`config.mk`:
```
export PLATFORM = sky130hd
export DESIGN_NAME = lifting_step_unit
export DESIGN_NICKNAME = d
export VERILOG_FILES = /design/src/rtl/lifting_step_unit.sv
export SDC_FILE = /design/constraint.sdc
export NUM_CORES = 1
export LEC_CHECK = 0
export ABC_CLOCK_PERIOD_IN_PS = 21500
export CORE_ASPECT_RATIO = 0.7
export CORE_UTILIZATION = 62
export DETAILED_ROUTE_END_ITERATION = 10
export GPL_TIMING_DRIVEN = 0
export PLACE_DENSITY_LB_ADDON = 0.25
export SLEW_MARGIN = 20
export SYNTH_ARGS = -nofsm -noshare
export SYNTH_HDL_FRONTEND = slang
export SYNTH_SLANG_ARGS = --single-unit
```
`constraint.sdc`:
```
create_clock -name clk_i -period 21.5 [get_ports clk_i]
set_clock_uncertainty 0.15 [all_clocks]
set_input_delay 6.45 -clock clk_i [delete_from_list [all_inputs] [get_ports clk_i]]
set_output_delay 6.45 -clock clk_i [all_outputs]
set_load 0.1 [all_outputs]
```
`src/rtl/lifting_step_unit.sv`:
```
// lifting_step_unit
// Streaming fixed-point lifting stage for the 9/7 DWT row path. It runs one
// predict step (d = o + A*(e + e_next)) and then one update step
// (s = e + B*(d_prev + d)) on every lane. Each beat carries one {odd, even}
// pair per lane. Whole-sample symmetric extension is applied at both ends of
// the line, and the block supports full ready/valid backpressure.
//
// Ports
//   clk_i, rst_ni          rising-edge clock, asynchronous active-low reset
//   s_ready_o/s_valid_i    input handshake
//   s_sof_i / s_eol_i      input beat is first / last pair of a line
//   s_data_i               lane c at [c*2W +: 2W] = {odd, even}
//   m_ready_i/m_valid_o    output handshake
//   m_sof_o / m_eol_o      output is first / last result of a line
//   m_data_o               lane c at [c*2W +: 2W] = {d, s}
`timescale 1ns/1ps
module lifting_step_unit #(
  parameter int  DataWidth = 16,
  parameter int  Point     = 10,
  parameter int  Channels  = 1,
  parameter real Alpha     = -1.586134342,
  parameter real Beta      = -0.052980118,
  parameter bit  Saturate  = 1'b1
) (
  input  logic                            clk_i,
  input  logic                            rst_ni,
  output logic                            s_ready_o,
  input  logic                            s_valid_i,
  input  logic                            s_sof_i,
  input  logic                            s_eol_i,
  input  logic [Channels*2*DataWidth-1:0] s_data_i,
  input  logic                            m_ready_i,
  output logic                            m_valid_o,
  output logic                            m_sof_o,
  output logic                            m_eol_o,
  output logic [Channels*2*DataWidth-1:0] m_data_o
);

  localparam int W     = DataWidth;
  localparam int LW    = 2 * DataWidth;
  localparam int PW    = DataWidth + 33;
  localparam int CoefA = $rtoi(Alpha * real'(1 << Point));
  localparam int CoefB = $rtoi(Beta * real'(1 << Point));
  localparam logic signed [W+1:0] MaxWide = {3'b000, {(W-1){1'b1}}};
  localparam logic signed [W+1:0] MinWide = {3'b111, {(W-1){1'b0}}};

  typedef enum logic [1:0] {IDLE, HOLD, FLUSH} state_t;

  // Full-precision product of a (W+1)-bit pair sum and a coefficient, floored
  // by Point and then reduced to the (W+2)-bit width of the final adder.
  function automatic logic signed [W+1:0] scale(input logic signed [W:0]  sum,
                                                 input logic signed [31:0] coef);
    logic signed [PW-1:0] prod;
    prod = PW'(sum) * PW'(coef);
    return (W+2)'(prod >>> Point);
  endfunction

  function automatic logic signed [W-1:0] fit(input logic signed [W+1:0] x);
    if (Saturate && (x > MaxWide)) return MaxWide[W-1:0];
    if (Saturate && (x < MinWide)) return MinWide[W-1:0];
    return x[W-1:0];
  endfunction

  function automatic logic signed [W-1:0] predict(input logic signed [W-1:0] o,
                                                   input logic signed [W-1:0] e0,
                                                   input logic signed [W-1:0] e1);
    logic signed [W:0]   sum;
    logic signed [W+1:0] acc;
    sum = {e0[W-1], e0} + {e1[W-1], e1};
    acc = {{2{o[W-1]}}, o} + scale(sum, CoefA);
    return fit(acc);
  endfunction

  function automatic logic signed [W-1:0] update(input logic signed [W-1:0] e,
                                                  input logic signed [W-1:0] dl,
                                                  input logic signed [W-1:0] dr);
    logic signed [W:0]   sum;
    logic signed [W+1:0] acc;
    sum = {dl[W-1], dl} + {dr[W-1], dr};
    acc = {{2{e[W-1]}}, e} + scale(sum, CoefB);
    return fit(acc);
  endfunction

  state_t state_q, state_d;
  logic   out_free, ready, accept, load, restart;

  logic signed [W-1:0] held_e_p0 [Channels];
  logic signed [W-1:0] held_o_p0 [Channels];
  logic signed [W-1:0] d_prev_p0 [Channels];
  logic                first_p0;

  logic signed [W-1:0] e_next [Channels];
  logic signed [W-1:0] d_new  [Channels];
  logic signed [W-1:0] d_left [Channels];
  logic signed [W-1:0] s_new  [Channels];
  logic [Channels*LW-1:0] word;

  logic                   vld_p1, sof_p1, eol_p1;
  logic [Channels*LW-1:0] data_p1;

  always_ff @(posedge clk_i or negedge rst_ni) begin
    if (!rst_ni) state_q <= IDLE;
    else         state_q <= state_d;
  end

  // The output register is "free" when it is empty or being drained this
  // cycle, so a new load can replace a departing beat with no bubble.
  always_comb begin
    state_d  = state_q;
    load     = 1'b0;
    restart  = 1'b0;
    out_free = ~vld_p1 | m_ready_i;
    ready    = rst_ni & (state_q != FLUSH) & out_free;
    accept   = s_valid_i & ready;
    case (state_q)
      IDLE: begin
        if (accept) begin
          restart = 1'b1;
          state_d = s_eol_i ? FLUSH : HOLD;
        end
      end
      HOLD: begin
        if (accept) begin
          // A sof here abandons the held pair: it never gets a successor.
          restart = s_sof_i;
          load    = ~s_sof_i;
          state_d = s_eol_i ? FLUSH : HOLD;
        end
      end
      FLUSH: begin
        if (out_free) begin
          load    = 1'b1;
          state_d = IDLE;
        end
      end
      default: state_d = IDLE;
    endcase
  end

  assign s_ready_o = ready;

  // Stage p0 -> p1: held pair plus the next even sample produce one result.
  // In FLUSH the next even is the held one (right-end extension); on the first
  // result of a line d_prev is d itself (left-end extension).
  always_comb begin
    word = '0;
    for (int c = 0; c < Channels; c++) begin
      e_next[c] = (state_q == FLUSH) ? held_e_p0[c] : s_data_i[c*LW +: W];
      d_new[c]  = predict(held_o_p0[c], held_e_p0[c], e_next[c]);
      d_left[c] = first_p0 ? d_new[c] : d_prev_p0[c];
      s_new[c]  = update(held_e_p0[c], d_left[c], d_new[c]);
      word[c*LW +: LW] = {d_new[c], s_new[c]};
    end
  end

  // Stage p0: held pair and previous d.
  always_ff @(posedge clk_i) begin
    if (accept) begin
      for (int c = 0; c < Channels; c++) begin
        held_e_p0[c] <= s_data_i[c*LW +: W];
        held_o_p0[c] <= s_data_i[c*LW+W +: W];
      end
    end
    if (load) begin
      for (int c = 0; c < Channels; c++) d_prev_p0[c] <= d_new[c];
    end
  end

  // Stage p1: output register.
  always_ff @(posedge clk_i or negedge rst_ni) begin
    if (!rst_ni) begin
      first_p0 <= 1'b1;
      vld_p1   <= 1'b0;
      sof_p1   <= 1'b0;
      eol_p1   <= 1'b0;
      data_p1  <= '0;
    end else begin
      if (restart)   first_p0 <= 1'b1;
      else if (load) first_p0 <= 1'b0;
      if (load) begin
        vld_p1  <= 1'b1;
        sof_p1  <= first_p0;
        eol_p1  <= (state_q == FLUSH);
        data_p1 <= word;
      end else if (m_ready_i) begin
        vld_p1  <= 1'b0;
      end
    end
  end

  assign m_valid_o = vld_p1;
  assign m_sof_o   = sof_p1;
  assign m_eol_o   = eol_p1;
  assign m_data_o  = data_p1;

endmodule

```
==> impl.org <==
#+TITLE: Synthesis and PnR summary

** Status
- Outcome :: completed

** Synthesis
- The cell-mix breakdown from Yosys lists the compound-gate area share as 15.1%.
- Top-area cell share :: between 20 and 25%
- For this run, the chip area from Yosys synthesis comes to about 11000 um2.
- Synth Area in XOR/XNOR :: 7.08%
- Summing all multiplexer cells gives an area fraction of 2.22%.
- Counting flops with an async set or reset pin after synthesis yields a share of 44.2%.
- The synthesized design contains 48 enable-type register cells.
- In the post-synthesis netlist, the cell with the most instances is sky130_fd_sc_hd__ha_1.
- The main area contributors are sky130_fd_sc_hd__ha_1, sky130_fd_sc_hd__edfxtp_1, sky130_fd_sc_hd__fa_1.
- In this run the cell area of the synthesized design comes to 11000 um2.
- Post-Synth Adder-Cell Area :: 36.0%
- Post-synth regs :: 86

** Layout
- Sequential cells make up 17.6% of the cell area.
- Most used cells in the layout excluding fill and tap cells :: sky130_fd_sc_hd__ha_1, sky130_fd_sc_hd__inv_1, sky130_fd_sc_hd__nor2_1
- Buffers outside the clock tree occupy 9.70% of the routed design's cell area.
- The layout has roughly 1000 filler cells.
- Per the layout report, the design carries 131 non-clock inverters.
- Non-filler cells in the finished layout :: 1540
- Number of nets in the finished design :: 1622

** Final timing
- Period utilisation layout :: 100%
- Final critical delay including setup and external delays :: 21490 ps
- Worst setup slack after layout :: 10.2 ps
- Worst hold slack across all endpoints :: around 370 ps
- At the pin with the least slew margin, the transition time is 981 ps.
- Relative slew slack :: 34.4%

** Worst hold path
- Checking hold timing, the worst path is listed with class flop to flop.

** Clock tree
- Hold repair after CTS inserted 0 buffers.
- Buffers from clock root to sink, at most :: 2

** Placement
- Input and output buffers added on the ports amount to 73.
- Post-placement worst setup slack :: -2380 ps

** Die
- FP Util :: 63.8%

** Setup path
- The critical path in this run is classified as input port to flop.
- Data on the critical path is required at its endpoint by 21630 ps.
- The startpoint identified for the worst register-to-register timing path is state_q[0].
- OpenSTA lists the critical path startpoint as s_data_i[2].

** Routing
- Total met3 wirelength after detailed routing :: around 2000 um
- In this run the top signal layer used is met4.
- Using the TritonRoute via totals, the vias-per-cell ratio works out to 6.07.
- Routed met2 length :: 13500 um

** Global route
- Global-route wire length before repair :: roughly 43000 um
- Antenna violations before repair :: 0
Figure 1. Power grid.
Bar = 50 um. Pins as bars on the die edge.
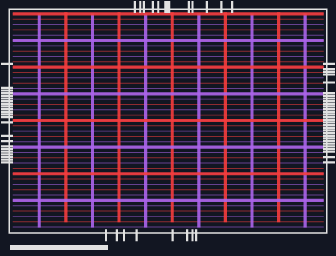
Key: red = VDD; purple = VSS
74 signal pins sit on the boundary. 11 straps on met4. 41 met1 rails follow the rows. The core has 40 rows.

Figure 2. Cell classes on the final placement.
Fill, decap, tap and diode cells in gray.
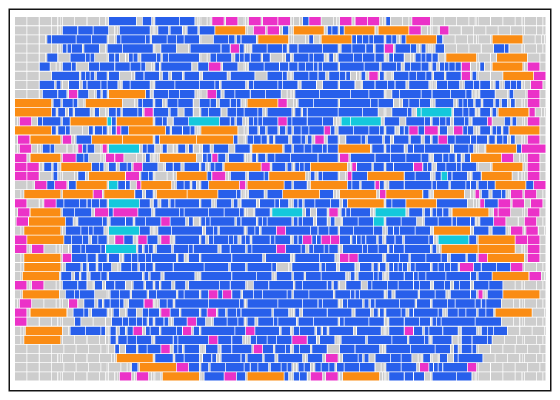
Key: magenta = other buffers and delay cells [cells 151]; cyan = clock drivers and dummy loads [cells 16]; blue = all other logic [cells 1056]; orange = flops [cells 86]

Figure 3. Routed clock nets over the placement.
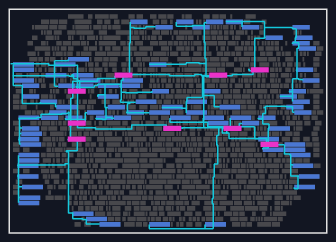
Key: magenta = cells driving clock nets [count 9]; cyan = clock wires [length 1330 um]; blue = flip-flops [count 86]
There are 10 routed clock nets.
insertion delay of the later-clocked pin in the worst-skew pair: 350 ps

Figure 4. Routed metal, one color a layer.
Bar = 50 um. Only two layers are drawn.
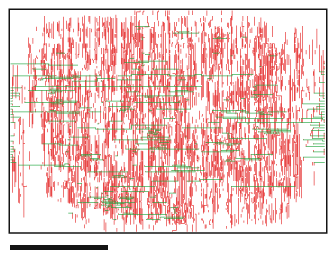
Key: green = met3 [wire length 1950 um]; red = met2 [wire length 13500 um]

Figure 5. The clock network.
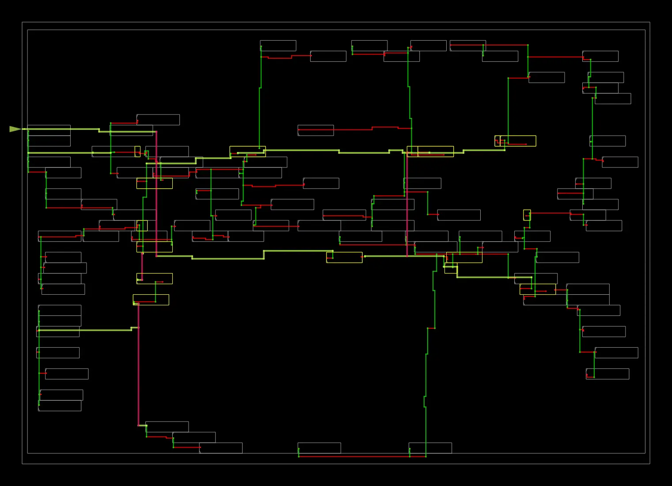
num sequential: 86
number of clock buffer instances in the layout: 11
clock sink total: 86
total CTS buffers: 9

